### src/rtl/fetch_if.sv
// fetch_if: fetch-stage bus bundling cache reads, redirect, dispatch drain and buffer outputs
interface fetch_if #(parameter int IBUF_DEPTH = 8);
  logic                               redirect_valid;
  logic [31:0]                        redirect_pc;
  logic [1:0][32:0]                   read_addrs;
  logic [1:0][64:0]                   cache_outs;
  logic [1:0]                         deq_count;
  logic [1:0][64:0]                   inst_out;
  logic [$clog2(IBUF_DEPTH+1)-1:0]    ibuf_count;
  logic [31:0]                        miss_stall_cnt;
  modport master (
    input  redirect_valid, redirect_pc, cache_outs, deq_count,
    output read_addrs, inst_out, ibuf_count, miss_stall_cnt
  );
  modport slave (
    output redirect_valid, redirect_pc, cache_outs, deq_count,
    input  read_addrs, inst_out, ibuf_count, miss_stall_cnt
  );
endinterface

### src/rtl/fetch_stage.sv
// fetch_stage: dual-address PC fetch feeding an in-order instruction buffer drained by dispatch
module fetch_stage #(
  parameter int          IBUF_DEPTH = 8,
  parameter logic [31:0] RESET_PC   = 32'h0000_0000
) (
  input logic      clock,
  input logic      reset,
  fetch_if.master  bus
);
  localparam int PW = $clog2(IBUF_DEPTH);
  localparam int CW = $clog2(IBUF_DEPTH + 1);
  logic [31:0]   pc, pc4, inst0, inst1, stall_cnt;
  logic [PW-1:0] head, tail, head1;
  logic [CW-1:0] count, free, deq_req, deq_eff, enq;
  logic          issue, hit0, hit1;
  logic [31:0]   ib_inst [IBUF_DEPTH];
  logic [31:0]   ib_pc   [IBUF_DEPTH];
  always_comb begin
    pc4     = pc + 32'd4;
    free    = CW'(IBUF_DEPTH) - count;
    issue   = ~reset & ~bus.redirect_valid & (free >= CW'(2));
    // slot 1 only counts when slot 0 hit, so the buffer never sees a gap
    hit0    = issue & bus.cache_outs[0][64];
    hit1    = hit0 & bus.cache_outs[1][64];
    inst0   = pc[2]  ? bus.cache_outs[0][63:32] : bus.cache_outs[0][31:0];
    inst1   = pc4[2] ? bus.cache_outs[1][63:32] : bus.cache_outs[1][31:0];
    enq     = CW'(hit0) + CW'(hit1);
    deq_req = CW'(bus.deq_count);
    deq_eff = (deq_req > count) ? count : deq_req;
    head1   = head + PW'(1);
    bus.read_addrs[0]  = {issue, pc};
    bus.read_addrs[1]  = {issue, pc4};
    bus.inst_out[0]    = {count != '0, ib_inst[head], ib_pc[head]};
    bus.inst_out[1]    = {count > CW'(1), ib_inst[head1], ib_pc[head1]};
    bus.ibuf_count     = count;
    bus.miss_stall_cnt = stall_cnt;
  end
  always_ff @(posedge clock) begin
    if (reset) begin
      pc        <= RESET_PC;
      head      <= '0;
      tail      <= '0;
      count     <= '0;
      stall_cnt <= '0;
    end else begin
      if (bus.redirect_valid) begin
        pc    <= {bus.redirect_pc[31:2], 2'b00};
        head  <= '0;
        tail  <= '0;
        count <= '0;
      end else begin
        pc    <= hit1 ? pc + 32'd8 : hit0 ? pc4 : pc;
        head  <= head + PW'(deq_eff);
        tail  <= tail + PW'(enq);
        count <= count + enq - deq_eff;
      end
      if (issue & ~bus.cache_outs[0][64] & ~&stall_cnt) stall_cnt <= stall_cnt + 32'd1;
    end
  end
  // storage needs no reset: validity is tracked solely by count
  always_ff @(posedge clock) begin
    if (hit0) begin
      ib_inst[tail] <= inst0;
      ib_pc[tail]   <= pc;
    end
    if (hit1) begin
      ib_inst[tail + PW'(1)] <= inst1;
      ib_pc[tail + PW'(1)]   <= pc4;
    end
  end
endmodule
### src/flat_wrapper.sv
// flat-port wrapper written by rule: the top's interface ports become plain ports
module fetch_stage_flat 
#(
  parameter int          IBUF_DEPTH = 8,
  parameter logic [31:0] RESET_PC   = 32'h0000_0000
)
  (clock, reset, bus_redirect_valid, bus_redirect_pc, bus_cache_outs, bus_deq_count, bus_read_addrs, bus_inst_out, bus_ibuf_count, bus_miss_stall_cnt);
  fetch_if #(.IBUF_DEPTH(IBUF_DEPTH)) bus_i ();
  input logic clock;
  input logic reset;
  input wire logic [$bits(bus_i.redirect_valid)-1:0] bus_redirect_valid;
  input wire logic [$bits(bus_i.redirect_pc)-1:0] bus_redirect_pc;
  input wire logic [$bits(bus_i.cache_outs)-1:0] bus_cache_outs;
  input wire logic [$bits(bus_i.deq_count)-1:0] bus_deq_count;
  output wire logic [$bits(bus_i.read_addrs)-1:0] bus_read_addrs;
  output wire logic [$bits(bus_i.inst_out)-1:0] bus_inst_out;
  output wire logic [$bits(bus_i.ibuf_count)-1:0] bus_ibuf_count;
  output wire logic [$bits(bus_i.miss_stall_cnt)-1:0] bus_miss_stall_cnt;
  assign bus_i.redirect_valid = bus_redirect_valid;
  assign bus_i.redirect_pc = bus_redirect_pc;
  assign bus_i.cache_outs = bus_cache_outs;
  assign bus_i.deq_count = bus_deq_count;
  assign bus_read_addrs = bus_i.read_addrs;
  assign bus_inst_out = bus_i.inst_out;
  assign bus_ibuf_count = bus_i.ibuf_count;
  assign bus_miss_stall_cnt = bus_i.miss_stall_cnt;
  fetch_stage #(.IBUF_DEPTH(IBUF_DEPTH), .RESET_PC(RESET_PC)) u_core (.clock(clock), .reset(reset), .bus(bus_i));
endmodule
### config.mk
export PLATFORM = sky130hd
export DESIGN_NAME = fetch_stage_flat
export DESIGN_NICKNAME = d
export VERILOG_FILES = /design/src/rtl/fetch_if.sv /design/src/rtl/fetch_stage.sv /design/src/flat_wrapper.sv
export SDC_FILE = /design/constraint.sdc
export NUM_CORES = 1
export LEC_CHECK = 0
export CORE_MARGIN = 2
export CORE_UTILIZATION = 45
export DETAILED_ROUTE_END_ITERATION = 8
export PLACE_DENSITY = 0.69
export SYNTH_ARGS = -nofsm -noshare
export SYNTH_HDL_FRONTEND = slang
export SYNTH_SLANG_ARGS = --single-unit
export TNS_END_PERCENT = 50
### constraint.sdc
create_clock -name clock -period 8.4 [get_ports clock]
set_input_delay 0.84 -clock clock [delete_from_list [all_inputs] [get_ports clock]]
set_output_delay 0.84 -clock clock [all_outputs]
set_load 0.005 [all_outputs]
Run 1, layout detail:
The bar under the picture is 10 um long. Window x 124 to 154, y 124 to 154 um. Cells in grey, sequential cells in the stronger grey; small squares are vias.
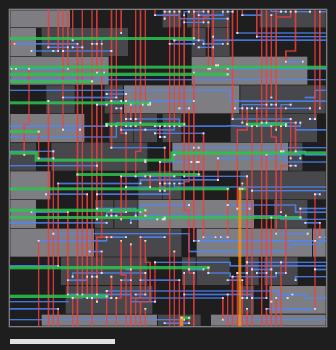
| colour | layer |
|---|---|
| green | metal 3 |
| red | metal 2 |
| blue | metal 1 |
| orange | metal 4 |
netlist names of flops here include: u_core.ib_pc (9)
most frequent: edfxtp_1 (9), a21oi_1 (7), mux4_2 (7)
cells with their middle in the window: 40
sequential cells in the window: 9

Run 1, clock nets:
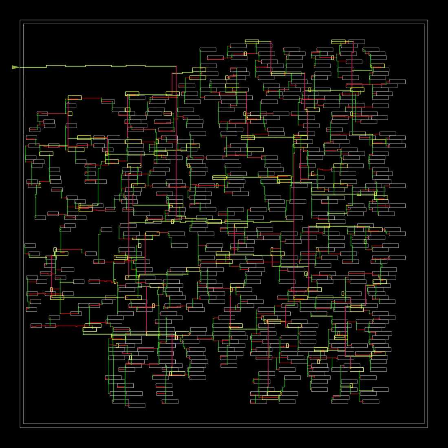
total CTS buffers: 61
clock network power: 2.70 mW
number of sequential cells in the layout: 568

Run 1, metal 4:
Supply wires on this layer in grey.
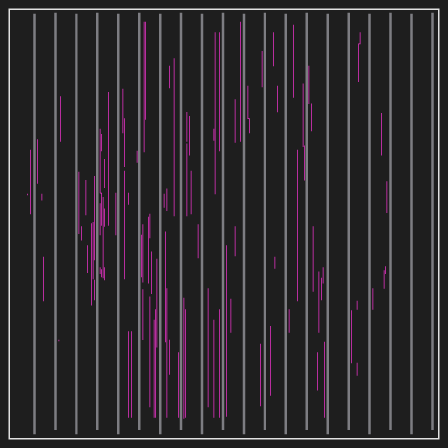
nets with wire on the layer: 65
longest straight run: 111 um

Run 1, metal layers overlaid:
Only two layers are drawn.
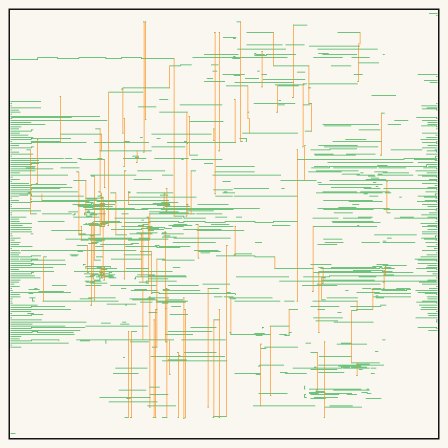
| colour | layer | wire length |
|---|---|---|
| orange | metal 4 | 3630 um |
| green | metal 3 | 10800 um |

==> notes.md, run 1 <==
Figures from the flow reports.

Drt:
- The routed layout has around 25000 vias.
- In the routed layout, each cell is associated on average with a via count of 6.12.
- For this run, design rule violations remaining after detail routing come to 0.

Layout:
- The class occupying the most area after layout is reported as sequential cells.
- The run gives the antenna diode count as 0.
- The run puts the multi-input logic portion of the cell area at 40.6%.
- The run gives the final design area excluding fillers as 40200 um2.
- The run puts the number of buffers other than clock buffers in the final layout at 433.
- In the final layout, clock buffers and inverters account for under 10% of the cell area.
- By instance count after routing, the leading logic cell type is edfxtp_1.
- Ranking logic cells in the layout by count gives the top entries 496 x edfxtp_1, 395 x nor2_1, 387 x clkdlybuf4s50_1.

STA:
- The run puts the number of hold violations in the final report at 0.
- The run puts the ratio of final minimum period to clock period at 72.0%.
- The run puts the setup clock skew after layout at 36.4 ps.
- Looking at the max-slew report, the worst-margin pin has a slew of 1270 ps.
- The run gives the fmax as between 0.15 and 0.2 GHz.
- Subtracting the final worst setup slack from the clock period gives 6050 ps.

Global route:
- The run puts the met1 track utilization from global routing at 33.9%.
- Entering global routing, the biggest net connects 144 pins.

CTS:
- The run puts the cell resize tally after clock tree synthesis at 0.
- The run gives the number of hold buffers added after cts as 0.

Flow run:
- The run puts the warning total across the stage logs at 33.
- The run puts the reported max-cap violation count at 0.

Logic synthesis:
- The run puts the count of different cell masters after synthesis at 71.
- Counting the warning lines in the Yosys log gives 0.
- The run puts the post-synthesis cell count from yosys at between 2000 and 3000.
- For reference, simple AND, OR, NAND and NOR cells occupy 10.4% of the area reported after synthesis.
- The run gives the async set or reset register ratio after synthesis as 0%.
- Yosys reports that the most numerous cell types are 496 x edfxtp_1, 395 x nor2_1, 288 x a21oi_1.

Place:
- In the placement report, post-DP HPWL is listed as between 60000 and 70000 um.
- The run puts the number of port buffers at around 390.
- The run gives the placed cell area as 38200 um2.

Floorplan:
- During tapcell insertion the tool placed slightly below 1000 well taps.
- The run gives the floorplan die area as approximately 77000 um2.

Hold path:
- The min-delay analysis places its worst path in the category flip-flop to flip-flop.

Worst setup path:
- For reference, the critical path is captured by bus_read_addrs[59].
- The run gives the reg-to-reg startpoint as u_core.bus.ibuf_count[0].
- The run gives the number of cells on the worst reg-to-reg path as 9.
- The run gives the kind of end point of the critical path as an output port.
- The run puts the required time of the worst setup path at around 7600 ps.

Outcome:
- The flow ran to the end, and the final reports show no timing, DRC or antenna violations.

Pwr:
- The run gives the net switching power figure as between 2 and 3 mW.
- The run gives the total leakage power as roughly 13 nW.
- The internal portion of the total power is 6.44 mW.
[run 1: metrics by stage]
step                instances  worst slack [ps]  hold slack (ps)  util (%)  power (mW)
floorplan                2783              1210              467         -        5.19
global route             4043              2070              544      54.1        9.51
CTS                      4043              2400              509      54.1        9.21
global placement         3934              2520              471      51.5        6.47
detailed placement       3934              2500              492      51.5        6.52
finish                   4043              2350              509      54.1        9.16
[run 1: sequential cells by signal, summed over array words and instances (netlist names)]
name,flops
u_core.ib_inst,256
u_core.head,3
u_core.pc,30
u_core.bus.miss_stall_cnt,32
u_core.bus.ibuf_count,4
u_core.tail,3
u_core.ib_pc,240
[run 1: critical path, cell delays in order (launching register included)]
cell	delay, ps
dfxtp_4	810
ha_1	610
nand3_1	690
nor2_1	970
nand3_1	280
xor2_1	530
inv_1	170
clkdlybuf4s50_1	490
Run 1, M1 wires:
Supply wires on this layer in grey.
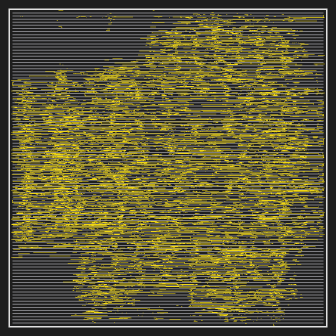

==> run 2, diff against run 1 <==
==> constraint.sdc (replaced) <==
create_clock -name clock -period 5.5 [get_ports clock]
set_input_delay 0.55 -clock clock [delete_from_list [all_inputs] [get_ports clock]]
set_output_delay 0.55 -clock clock [all_outputs]
set_load 0.005 [all_outputs]
Run 2, M1 wires:
Supply wires on this layer in grey.
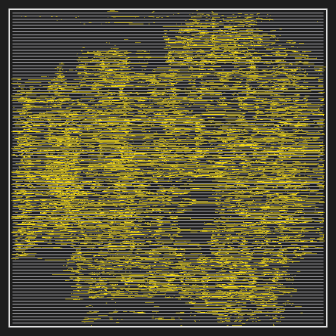
share of all routed wire: 37%
wire length on this layer: 38.9 mm
nets with wire on the layer: 3004
main direction: horizontal

Run 2, clock nets:
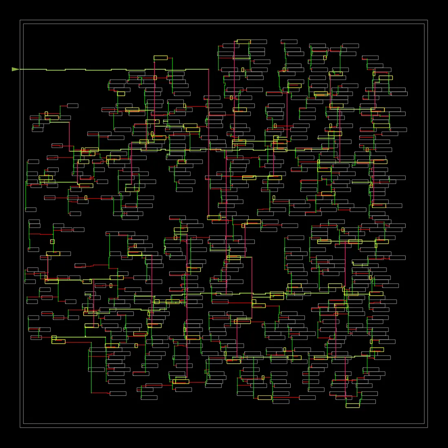
number of sinks on the clock net: 568
total CTS buffers: 66

==> notes.md, run 2 <==
Figures from the flow reports.

Worst setup path:
- The critical path ends at bus_read_addrs[61].
- The run gives the number of cells on the worst reg-to-reg path as 9.
- Looking at the critical path, the single cell with the biggest stage delay is dfxtp_1.
- On the critical path the largest part of the delay comes from simple AND/OR/NAND/NOR gates.
- STA classifies the critical path endpoint as an output port.
- The run puts the required time of the worst setup path at 4950 ps.

Pwr:
- The run gives the net switching power figure as about 4.1 mW.

Outcome:
- The flow ran to the end, and the final reports show no timing, DRC or antenna violations.

Layout:
- The run puts the multi-input logic portion of the cell area at 40.1%.
- The run puts the core occupancy in the finished layout at a little over half.
- The library cell used most frequently in the layout, excluding fill and tap cells, is edfxtp_1.
- The run gives the flip-flop count of the largest register after layout as 256.

Drt:
- The run gives the ratio of routed vias to standard cells as 6.11.

Logic synthesis:
- The run puts the count of different cell masters after synthesis at approximately 71.
- By count the netlist is led by 496 x edfxtp_1, 395 x nor2_1, 288 x a21oi_1.

Hold path:
- The most critical min-delay path falls under input pin to flip-flop.

Place:
- The run gives the worst setup slack before clock tree synthesis as 1190 ps.
- The run gives the HPWL after detailed placement as 66300 um.
- As logged by OpenROAD, the buffers inserted on ports number 388.
- The run gives the placed cell area as 38600 um2.

Flow run:
- The run gives the reported max-cap violation count as 0.

STA:
- The smallest clock period supported by the final layout is computed as between 4000 and 5000 ps.
Run 2, metal layers overlaid:
Only two layers are drawn.
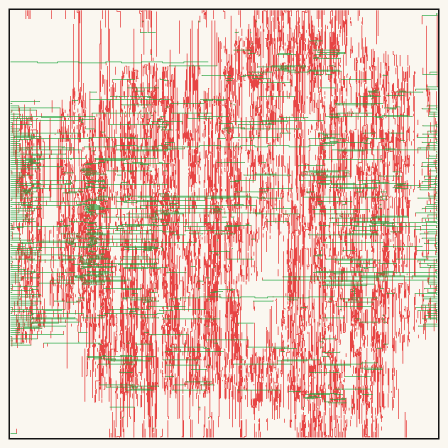
| colour | layer | wire length |
|---|---|---|
| red | metal 2 | 51.3 mm |
| green | metal 3 | 10500 um |

==> run 2: cells by family after synthesis <==
group                      share of synthesized area, %
AOI/OAI and AO/OA                                  6.71
xor gates and xnor gates                           6.46
adders and majority gates                         0.908
buffers and inverters                              3.51
DFF                                                48.6
muxes                                              23.4
other                                            0.0112
and+or+nand+nor                                    10.4
==> run 2: layer usage <==
metal  global-route usage [%]  wire length [um]  vias to the layer above
li1                         -                 -                    10900
met4                     8.85              3190                        0
met5                        0                 0                        -
met2                     44.8             51300                     1393
met1                     33.6             38900                    12500
met3                     6.25             10500                      198
==> run 2: stage by stage <==
step | hold slack, ps | setup TNS [ps]
5_1_grt | 192 | 0
6_report | 194 | 0
4_1_cts | 173 | 0
2_1_floorplan | 467 | -514560
3_5_place_dp | 483 | 0
3_3_place_gp | 472 | 0
Power figures rest on the tool's default switching activity, not on a simulated workload.
